$ cat src/rtl/pcie_fifo_pkg.sv
// rtl/pcie_fifo_pkg.sv - shared constants and sizing helpers for the PCIe TLP FIFO
// Used by pcie_fifo_mem and pcie_sync_fifo (PCIE_FIFO_FWFT_EN selects the top's read mode).
package pcie_fifo_pkg;

    localparam int DEFAULT_DATA_WIDTH = 12;
    localparam int DEFAULT_DEPTH      = 8;

    function automatic int clog2(input int value);
        int result;
        int remaining;
        result    = 0;
        remaining = value - 1;
        while (remaining > 0) begin
            result    = result + 1;
            remaining = remaining >> 1;
        end
        return result;
    endfunction

    // Occupancy must represent 0..DEPTH inclusive, hence one bit more than the pointers.
    function automatic int occ_width(input int depth);
        return clog2(depth) + 1;
    endfunction

endpackage

$ cat src/rtl/pcie_fifo_mem.sv
// rtl/pcie_fifo_mem.sv - DEPTH x DATA_WIDTH simple dual-port RAM, sync write, async read
// Storage is never reset; the top's pointers define which entries are live.
module pcie_fifo_mem
    import pcie_fifo_pkg::*;
#(
    parameter int DATA_WIDTH = DEFAULT_DATA_WIDTH,
    parameter int DEPTH      = DEFAULT_DEPTH,
    parameter int ADDR_WIDTH = clog2(DEPTH)
) (
    input  logic                  clk,
    input  logic                  wr_en,
    input  logic [ADDR_WIDTH-1:0] wr_addr,
    input  logic [DATA_WIDTH-1:0] wr_data,
    input  logic [ADDR_WIDTH-1:0] rd_addr,
    output logic [DATA_WIDTH-1:0] rd_data
);

    logic [DATA_WIDTH-1:0] mem [DEPTH];

    always_ff @(posedge clk) begin
        if (wr_en) begin
            mem[wr_addr] <= wr_data;
        end
    end

    assign rd_data = mem[rd_addr];

endmodule

$ cat src/rtl/pcie_sync_fifo.sv
// rtl/pcie_sync_fifo.sv - single-clock FIFO with registered flags and sticky overflow/underflow
// Define PCIE_FIFO_FWFT_EN for first-word-fall-through; otherwise data_out is registered on pop.
module pcie_sync_fifo
    import pcie_fifo_pkg::*;
#(
    parameter int DATA_WIDTH = DEFAULT_DATA_WIDTH,
    parameter int DEPTH      = DEFAULT_DEPTH,
    parameter int ADDR_WIDTH = clog2(DEPTH)
) (
    input  logic                  clk,
    input  logic                  reset,
    input  logic                  push,
    input  logic [DATA_WIDTH-1:0] data_in,
    input  logic                  pop,
    output logic [DATA_WIDTH-1:0] data_out,
    input  logic [ADDR_WIDTH:0]   af_thresh,
    input  logic [ADDR_WIDTH:0]   ae_thresh,
    output logic [ADDR_WIDTH:0]   count,
    output logic                  full,
    output logic                  empty,
    output logic                  almost_full,
    output logic                  almost_empty,
    output logic                  overflow,
    output logic                  underflow
);

    localparam logic [ADDR_WIDTH-1:0] PTR_ONE    = ADDR_WIDTH'(1);
    localparam logic [ADDR_WIDTH:0]   CNT_ONE    = (ADDR_WIDTH + 1)'(1);
    localparam logic [ADDR_WIDTH:0]   FULL_LEVEL = (ADDR_WIDTH + 1)'(DEPTH);

    logic [ADDR_WIDTH-1:0] wr_ptr;
    logic [ADDR_WIDTH-1:0] rd_ptr;
    logic [ADDR_WIDTH:0]   count_next;
    logic [DATA_WIDTH-1:0] rd_data;
    logic                  push_ok;
    logic                  pop_ok;

    // A pop frees a slot in the same edge, so a push at full is accepted alongside it.
    assign pop_ok  = pop & ~empty;
    assign push_ok = push & (~full | pop_ok);

    always_comb begin
        count_next = count;
        case ({push_ok, pop_ok})
            2'b10:   count_next = count + CNT_ONE;
            2'b01:   count_next = count - CNT_ONE;
            default: count_next = count;
        endcase
    end

    pcie_fifo_mem #(
        .DATA_WIDTH (DATA_WIDTH),
        .DEPTH      (DEPTH),
        .ADDR_WIDTH (ADDR_WIDTH)
    ) u_mem (
        .clk     (clk),
        .wr_en   (push_ok & ~reset),
        .wr_addr (wr_ptr),
        .wr_data (data_in),
        .rd_addr (rd_ptr),
        .rd_data (rd_data)
    );

    always_ff @(posedge clk) begin
        if (reset) begin
            wr_ptr       <= '0;
            rd_ptr       <= '0;
            count        <= '0;
            full         <= 1'b0;
            empty        <= 1'b1;
            almost_full  <= 1'b0;
            almost_empty <= 1'b1;
            overflow     <= 1'b0;
            underflow    <= 1'b0;
        end else begin
            if (push_ok) begin
                wr_ptr <= wr_ptr + PTR_ONE;
            end
            if (pop_ok) begin
                rd_ptr <= rd_ptr + PTR_ONE;
            end
            count        <= count_next;
            full         <= (count_next == FULL_LEVEL);
            empty        <= (count_next == '0);
            almost_full  <= (count_next >= af_thresh);
            almost_empty <= (count_next <= ae_thresh);
            if (push & full & ~pop_ok) begin
                overflow <= 1'b1;
            end
            if (pop & empty) begin
                underflow <= 1'b1;
            end
        end
    end

`ifdef PCIE_FIFO_FWFT_EN
    // Head entry shown directly; forced to zero while empty so stale RAM never leaks out.
    assign data_out = empty ? '0 : rd_data;
`else
    always_ff @(posedge clk) begin
        if (reset) begin
            data_out <= '0;
        end else if (pop_ok) begin
            data_out <= rd_data;
        end
    end
`endif

endmodule

$ cat config.mk
export PLATFORM = sky130hd
export DESIGN_NAME = pcie_sync_fifo
export DESIGN_NICKNAME = d
export VERILOG_FILES = /design/src/rtl/pcie_fifo_pkg.sv /design/src/rtl/pcie_fifo_mem.sv /design/src/rtl/pcie_sync_fifo.sv
export SDC_FILE = /design/constraint.sdc
export NUM_CORES = 1
export LEC_CHECK = 0
export ABC_CLOCK_PERIOD_IN_PS = 3700
export CAP_MARGIN = 10
export CORE_ASPECT_RATIO = 1.2
export CORE_MARGIN = 4
export CORE_UTILIZATION = 30
export CTS_CLUSTER_DIAMETER = 200
export DETAILED_ROUTE_END_ITERATION = 8
export GPL_TIMING_DRIVEN = 0
export PLACE_DENSITY_LB_ADDON = 0.12
export SYNTH_ARGS = -nofsm -noshare
export SYNTH_HDL_FRONTEND = slang
export SYNTH_SLANG_ARGS = --single-unit
$ cat constraint.sdc
create_clock -name clk -period 3.7 [get_ports clk]
set_input_delay 0.74 -clock clk [delete_from_list [all_inputs] [get_ports clk]]
set_output_delay 0.74 -clock clk [all_outputs]
set_load 0.05 [all_outputs]
### Routing congestion, run 1

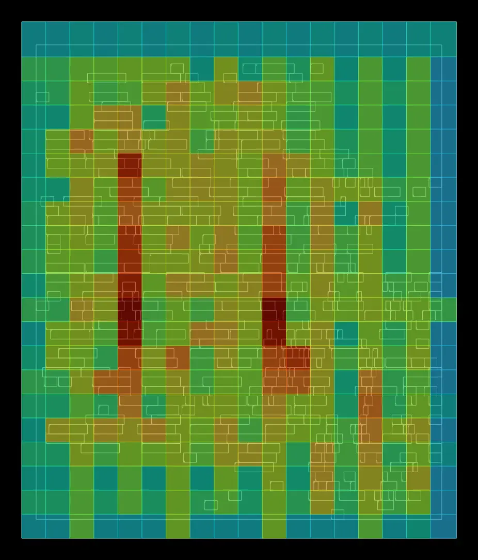
Global Route met2 Usage: 0.206
DR WL/cell: 18.7 µm
GRT busiest layer: met2
overall routing resource usage: 0.126
M1 GR Usage: 0.156

### Gate-type map, run 1

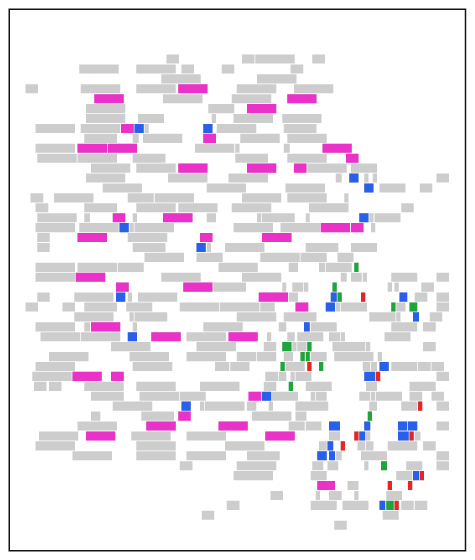
Key: magenta = mux cells [cells 37, most used mux4_2]; green = nand cells [cells 15, most used nand2_1]; blue = aoi and oai cells [cells 29, most used a211oi_1]; red = inv cells [cells 11, most used inv_1, where bottom right]
Finished Layout Cells: 583
Comb/total area: 0.222
Top cell excl fill/tap: edfxtp_1

### Signal wires on met4, run 1

The bar under the picture is 20 µm long.
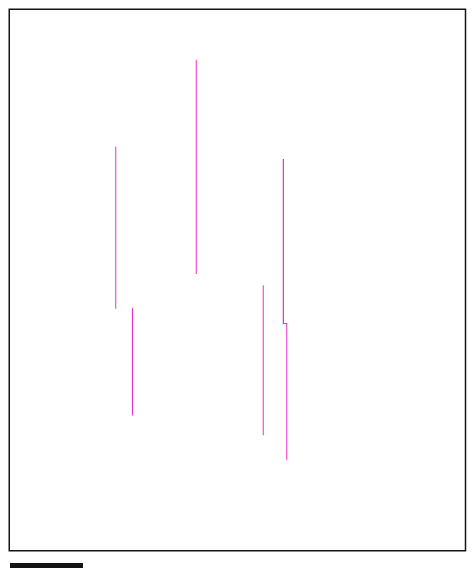
The wires run mostly vertical. The layer carries 256 µm of wire. 3 nets have wire on it. The longest straight run is 58.5 µm.
drt total wl: 10.9 mm
Vias: 2718

==> impl_metrics.csv, run 1 <==
group,metric,value,unit
cts,cts_made_buffers,17,
worst_setup_path,r2r-end,"almost_full$_SDFF_PP0_",
power_and_ir_drop,power_leakage,2.08,nW
timing,period_used_share,0.934,
synthesis,muxShareOfSynthArea,0.137,
placed_design,pre_cts_slack,-0.816,ns
global_route,grt_overflow,0,
synthesis,synthDistinctLibCells,37,
die,rows,50,
routing,drt_iter0_drc,102,
synthesis,synth_cells,293,
cts,cts_tree,"done",
synthesis,ys_warn_count,0,
worst_setup_path,arrival,3.79,ns
synthesis,syn_nets,327,
cells_and_area,lay_top_cells,"edfxtp_1, clkdlybuf4s50_1, dfxtp_1",
placed_design,place_congestion,0.712,
die,die_x,125,µm
worst_setup_path,cp_cell_sequence,"clkdlybuf4s50_1, nand2b_1, nand2_1, and2_2, inv_2, ha_1, xor2_1, ha_1, mux2i_2, inv_1, ha_1, a21oi_1, or2_2, a22o_1, a21oi_2",
routing,drtPass1Iterations,4,
routing,ant_nets,0,
cells_and_area,area_delta_synth_final,28.2,%
synthesis,yosys_area,4910,µm²
synthesis,aoi_share,0.0439,
cells_and_area,post-route-util,0.397,
outcome,status,"finished, final reports clean",
global_route,grt_antenna_before_repair,0,
synthesis,synth_top_area_share,0.588,
timing,fmax,289,MHz
worst_setup_path,path_class,"in -> reg",
timing,hold_viol,0,
worst_setup_path,critical_path.slowest_cell,"clkdlybuf4s50_1",
cells_and_area,antenna_cells,0,
timing,tightest_slew,1.00,ns
cts,h-tree-depth,4,
placed_design,dp_hpwl,7.20,mm
die,initCoreUtil,0.310,
worst_setup_path,r2r_start,"empty$_SDFF_PP1_",
## run 1: sequential cells by signal (all words and copies together), names as in the netlist, 3 cells and up
signal / cells
wr_ptr: 3
data_out: 12
rd_ptr: 3
u_mem.mem: 96
count: 4
## run 1: through the flow
stage / hold slack [ns] / std cells / area, µm² / total power, mW
final: 0.463 / 583 / 6290 / 4.12
after global routing: 0.511 / 583 / 6290 / 4.33
after CTS: 0.474 / 583 / 6280 / 4.17
after detailed placement: 0.461 / 553 / 5730 / 2.61
after global placement: 0.450 / 546 / 5620 / 2.60
after floorplan: 0.502 / 293 / 4910 / 2.30
## run 1: repair_timing
| item | in CTS | in global routing |
|---|---|---|
| endpoints found under the setup margin | 2 | 2 |
| resized | 1 | 2 |
| setup buffers | 0 | 0 |
## run 1: synthesized netlist by cell type (all sizes together)
cell type,count
mux2i,13
o31ai,1
o21ai,2
nor4,1
a21oi,9
nand2,11
a211oi,14
ha,10
xor2,4
edfxtp,96
clkbuf,6
nand3b,1
inv,11
xnor2,4
nor4b,1
buf,8
dfxtp,28
nor2b,1
a22o,1
o21bai,1
nor3,6
nand3,1
and2,2
nand2b,2
and3,1
a211o,1
mux4,24
a31oi,1
or2,2
a41oi,1
xnor3,1
nor2,28
## run 1: critical path, delay by kind of cell
family          cells  cell delay (ns)
compound gates      3             0.40
xor+xnor            1             0.18
fa+ha+maj           3             0.85
buf+inv             3             0.70
mux                 1             0.22
simple gates        4             0.71
## run 1: worst min-delay path by stage
stage / start / to / slack [ns]
after floorplan: wr_ptr[1]$_SDFFE_PP0P_ / wr_ptr[1]$_SDFFE_PP0P_ / 0.50
after global placement: underflow$_SDFFE_PP0P_ / underflow$_SDFFE_PP0P_ / 0.45
after detailed placement: underflow$_SDFFE_PP0P_ / underflow$_SDFFE_PP0P_ / 0.46
after CTS: underflow$_SDFFE_PP0P_ / underflow$_SDFFE_PP0P_ / 0.47
after global routing: overflow$_SDFFE_PP0P_ / overflow$_SDFFE_PP0P_ / 0.51
final: underflow$_SDFFE_PP0P_ / underflow$_SDFFE_PP0P_ / 0.46
## run 1: where the power goes
group,internal [mW],total [mW],switching (mW)
logic,0.377,0.922,0.545
registers,1.59,1.64,0.0572
clock network,0.975,1.55,0.579
## run 1: metal layers
metal / vias up / wire length (µm) / track usage
li1: 1271 / - / -
met1: 1371 / 4850 / 0.156
met2: 56 / 5380 / 0.206
met3: 20 / 405 / 0.0363
met4: 0 / 255 / 0.0576
met5: - / 0 / 0
## run 1: cell type report
class / instances / area (µm²)
fill: 1466 / 9540
sequential: 124 / 3440
multi-input combinational: 144 / 1400
timing repair buffer: 52 / 533
clock buffer: 18 / 429
tap: 208 / 260
clock inverter: 14 / 126
buffer: 12 / 56.3
inverter: 11 / 41.3
## run 1: cells by family (layout without fill, tap and decap cells)
| family | count (synthesis) | count (layout) |
|---|---|---|
| compound gates | 31 | 31 |
| xor+xnor | 9 | 9 |
| fa+ha+maj | 10 | 10 |
| buf+inv | 25 | 107 |
| flops | 124 | 124 |
| mux | 37 | 37 |
| simple gates | 57 | 57 |
==> run 2, diff against run 1 <==
SYNTH_HIERARCHICAL = 1   (was unset)
### Signal wires on met4, run 2

The bar under the picture is 50 µm long.
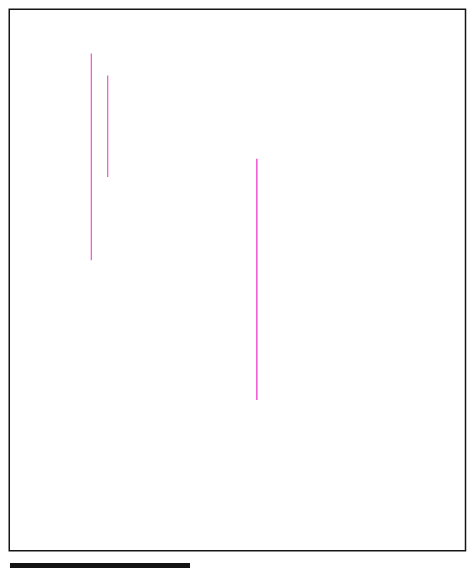
The wires run mostly vertical. The longest straight run is 66.6 µm.
Vias: 2758
drt total wl: 10.5 mm

==> impl_metrics.csv, run 2 <==
group,metric,value,unit
outcome,status,"finished, final reports clean",
cells_and_area,reg.largest.list,"u_mem/mem x96, data_out x12, count x4",
synthesis,ys_seq_frac,0.684,
cells_and_area,antenna_cells,0,
power_and_ir_drop,max-vdd-ir-drop,0.285,mV
synthesis,yosysTopAreaCell,"edfxtp_1",
cts,h-tree-depth,4,
global_route,grt_overflow,0,
worst_hold_path,hold_end,"data_out[2]$_SDFFE_PP0P_",
timing,tightest_slew,0.899,ns
routing,avgViaCountPerCell,4.65,
worst_hold_path,hp-class,"reg -> reg",
synthesis,yosys_area,5040,µm²
worst_setup_path,crit_fanout,7,
die,fp.coreArea,16300,µm²
cts,root_buffer,"clkbuf_16",
timing,setup-violations-final,0,
timing,fmax,290,MHz
synthesis,area_leaders,"edfxtp_1, dfxtp_1, mux4_1, mux2_2, ha_1",
job,drv_cap,0,
die,rows,51,
placed_design,io_buffers,44,
synthesis,netlist_area,5040,µm²
timing,worst_hold_slack,0.451,ns
timing,final-max-slew-violation-count,0,
die,io_pins,46,
synthesis,ys.flops,124,
die,initCoreUtil,0.308,
worst_setup_path,worst_r2r_path_depth,13,
power_and_ir_drop,power_leakage,2.18,nW
synthesis,edf_count,96,
synthesis,ys_warn_count,6,
cells_and_area,area_delta_synth_final,26.3,%
cts,cts_tree,"done",
worst_setup_path,path_class,"in -> reg",
timing,relSlewSlack,0.400,
cts,holdBufCountCts,0,
synthesis,synthDistinctLibCells,37,
cts,clk-insertion-delay-late,0.40,ns
routing,drtPass1Iterations,5,
worst_setup_path,end_kind,"flop",
cts,cts_made_buffers,17,
synthesis,ys.flop_type,"edfxtp_1",
timing,hold_viol,0,
global_route,grt_usage,0.117,
die,die_x,126,µm
worst_setup_path,worstPathRequired,4.03,ns
cts,clk_pin_slew,0.05,ns
synthesis,synth_top_area_share,0.572,
worst_setup_path,r2r-end,"almost_full$_SDFF_PP0_",
cells_and_area,final_common_cell,"edfxtp_1",
worst_setup_path,crit_path_start,"pop",
cts,clock-sinks,124,
cells_and_area,lay_top_cells,"edfxtp_1, clkdlybuf4s50_1, nand2_1",
worst_setup_path,arrival,3.79,ns
synthesis,syn_avg_cell_area,16.6,µm²
routing,drc,0,
synthesis,synth.most_common_cell,"edfxtp_1",
global_route,grt_max_degree,18,
worst_hold_path,hold_start,"data_out[2]$_SDFFE_PP0P_",
power_and_ir_drop,p_per_area,625,nW/µm²
cells_and_area,post-route-util,0.389,
worst_setup_path,worst_setup_path_start_kind,"primary input",
cells_and_area,nets,404,
cells_and_area,largest_reg_flops,96,
synthesis,common_cells,"edfxtp_1, nand2_1, dfxtp_1",
routing,drt_iter0_drc,116,
power_and_ir_drop,total_power,3.97,mW
timing,period_used_share,0.933,
synthesis,synth_cells,304,
synthesis,yosys_cells,304,
routing,ant_nets,0,
timing,fin_skew,0.00549,ns
synthesis,async_flop_share,0,
global_route,grt_pass1_wl,16.2,mm
synthesis,syn_nets,338,
placed_design,dp_hpwl,6.98,mm
routing,wl_per_cell,17.7,µm
cells_and_area,top_register,"u_mem/mem",
global_route,grt_antenna_before_repair,0,
worst_setup_path,r2r_start,"empty$_SDFF_PP1_",
worst_hold_path,worst_hold_path.num_cells,2,
timing,fin_crit,3.45,ns
cts,cts_buffer_depth,2,
placed_design,place_congestion,0.707,
job,warning_count,27,
run 2: cell types whose count changed after synthesis, sizes merged, moves of 10 or more:
cell and change:
a211oi -13, a21oi +13, mux2 +12, mux2i -12, nand2 +22, nor2 -10
run 2: how the worst max path moves through the flow:
stage | end | slack [ns] | cells after the start
finish | almost_full$_SDFF_PP0_ | 0.25 | 14
global route | almost_full$_SDFF_PP0_ | -0.02 | 14
detailed placement | almost_full$_SDFF_PP0_ | -0.72 | 15
global placement | almost_full$_SDFF_PP0_ | -0.73 | 15
CTS | almost_full$_SDFF_PP0_ | 0.15 | 13
floorplan | almost_full$_SDFF_PP0_ | 0.35 | 14
run 2: through the flow:
stage | setup WS (ns) | instances | area, µm²
final | 0.248 | 593 | 6360
after global routing | -0.0212 | 593 | 6360
after CTS | 0.151 | 593 | 6350
after detailed placement | -0.722 | 565 | 5820
after global placement | -0.726 | 560 | 5740
after floorplan | 0.355 | 304 | 5040
run 2: power by group:
part | switching [mW] | total [mW] | internal, mW
Clock | 0.543 | 1.51 | 0.970
Combinational | 0.478 | 0.828 | 0.350
Sequential | 0.0538 | 1.63 | 1.58
Total | 1.07 | 3.97 | 2.90
run 2: layout make-up:
| cell class | instances | area, µm² |
|---|---|---|
| clock buffers | 20 | 437 |
| well taps | 212 | 265 |
| inverters | 10 | 40.0 |
| fillers | 1576 | 9980 |
| plain buffers | 11 | 76.3 |
| flip-flops and latches | 124 | 3440 |
| clock inverters | 10 | 101 |
| repair buffers | 49 | 500 |
| multi-input cells | 157 | 1500 |
run 2: what timing repair did:
| action | in CTS | in global routing |
|---|---|---|
| gates resized | 1 | 3 |
| setup endpoints to repair | 2 | 2 |
| buffers inserted | 0 | 0 |
| pin swaps | 0 | 0 |
run 2: worst max-delay path, stage by stage:
cell and delay, ns:
clkdlybuf4s50_1 0.51, nand2b_2 0.16, nand2_1 0.15, nand2_1 0.16, ha_1 0.32, xor2_1 0.17, ha_1 0.29, mux2i_2 0.25
inv_1 0.11, ha_1 0.29, a21oi_1 0.06, or2_2 0.27, a22o_1 0.19, a21oi_1 0.11
run 2: cell families after synthesis:
group / after synthesis / synth area share
AND/OR/NAND/NOR: 71 / 0.0639
adder cells (fa/ha/maj): 10 / 0.0248
flip-flops: 124 / 0.684
buffers and inverters: 23 / 0.0241
multiplexers: 37 / 0.152
XOR/XNOR: 9 / 0.0184
AND-OR/OR-AND: 30 / 0.0333
run 2: metal layers:
metal / GRT usage / vias up / wire [µm] / part of all wire
met5: 0 / - / 0 / 0
met3: 0.0321 / 11 / 434 / 0.041
met4: 0.0531 / 0 / 151 / 0.014
li1: - / 1300 / - / -
met1: 0.133 / 1382 / 4440 / 0.42
met2: 0.206 / 65 / 5440 / 0.52
No activity file was given, so power comes from the tool's default toggle rates.
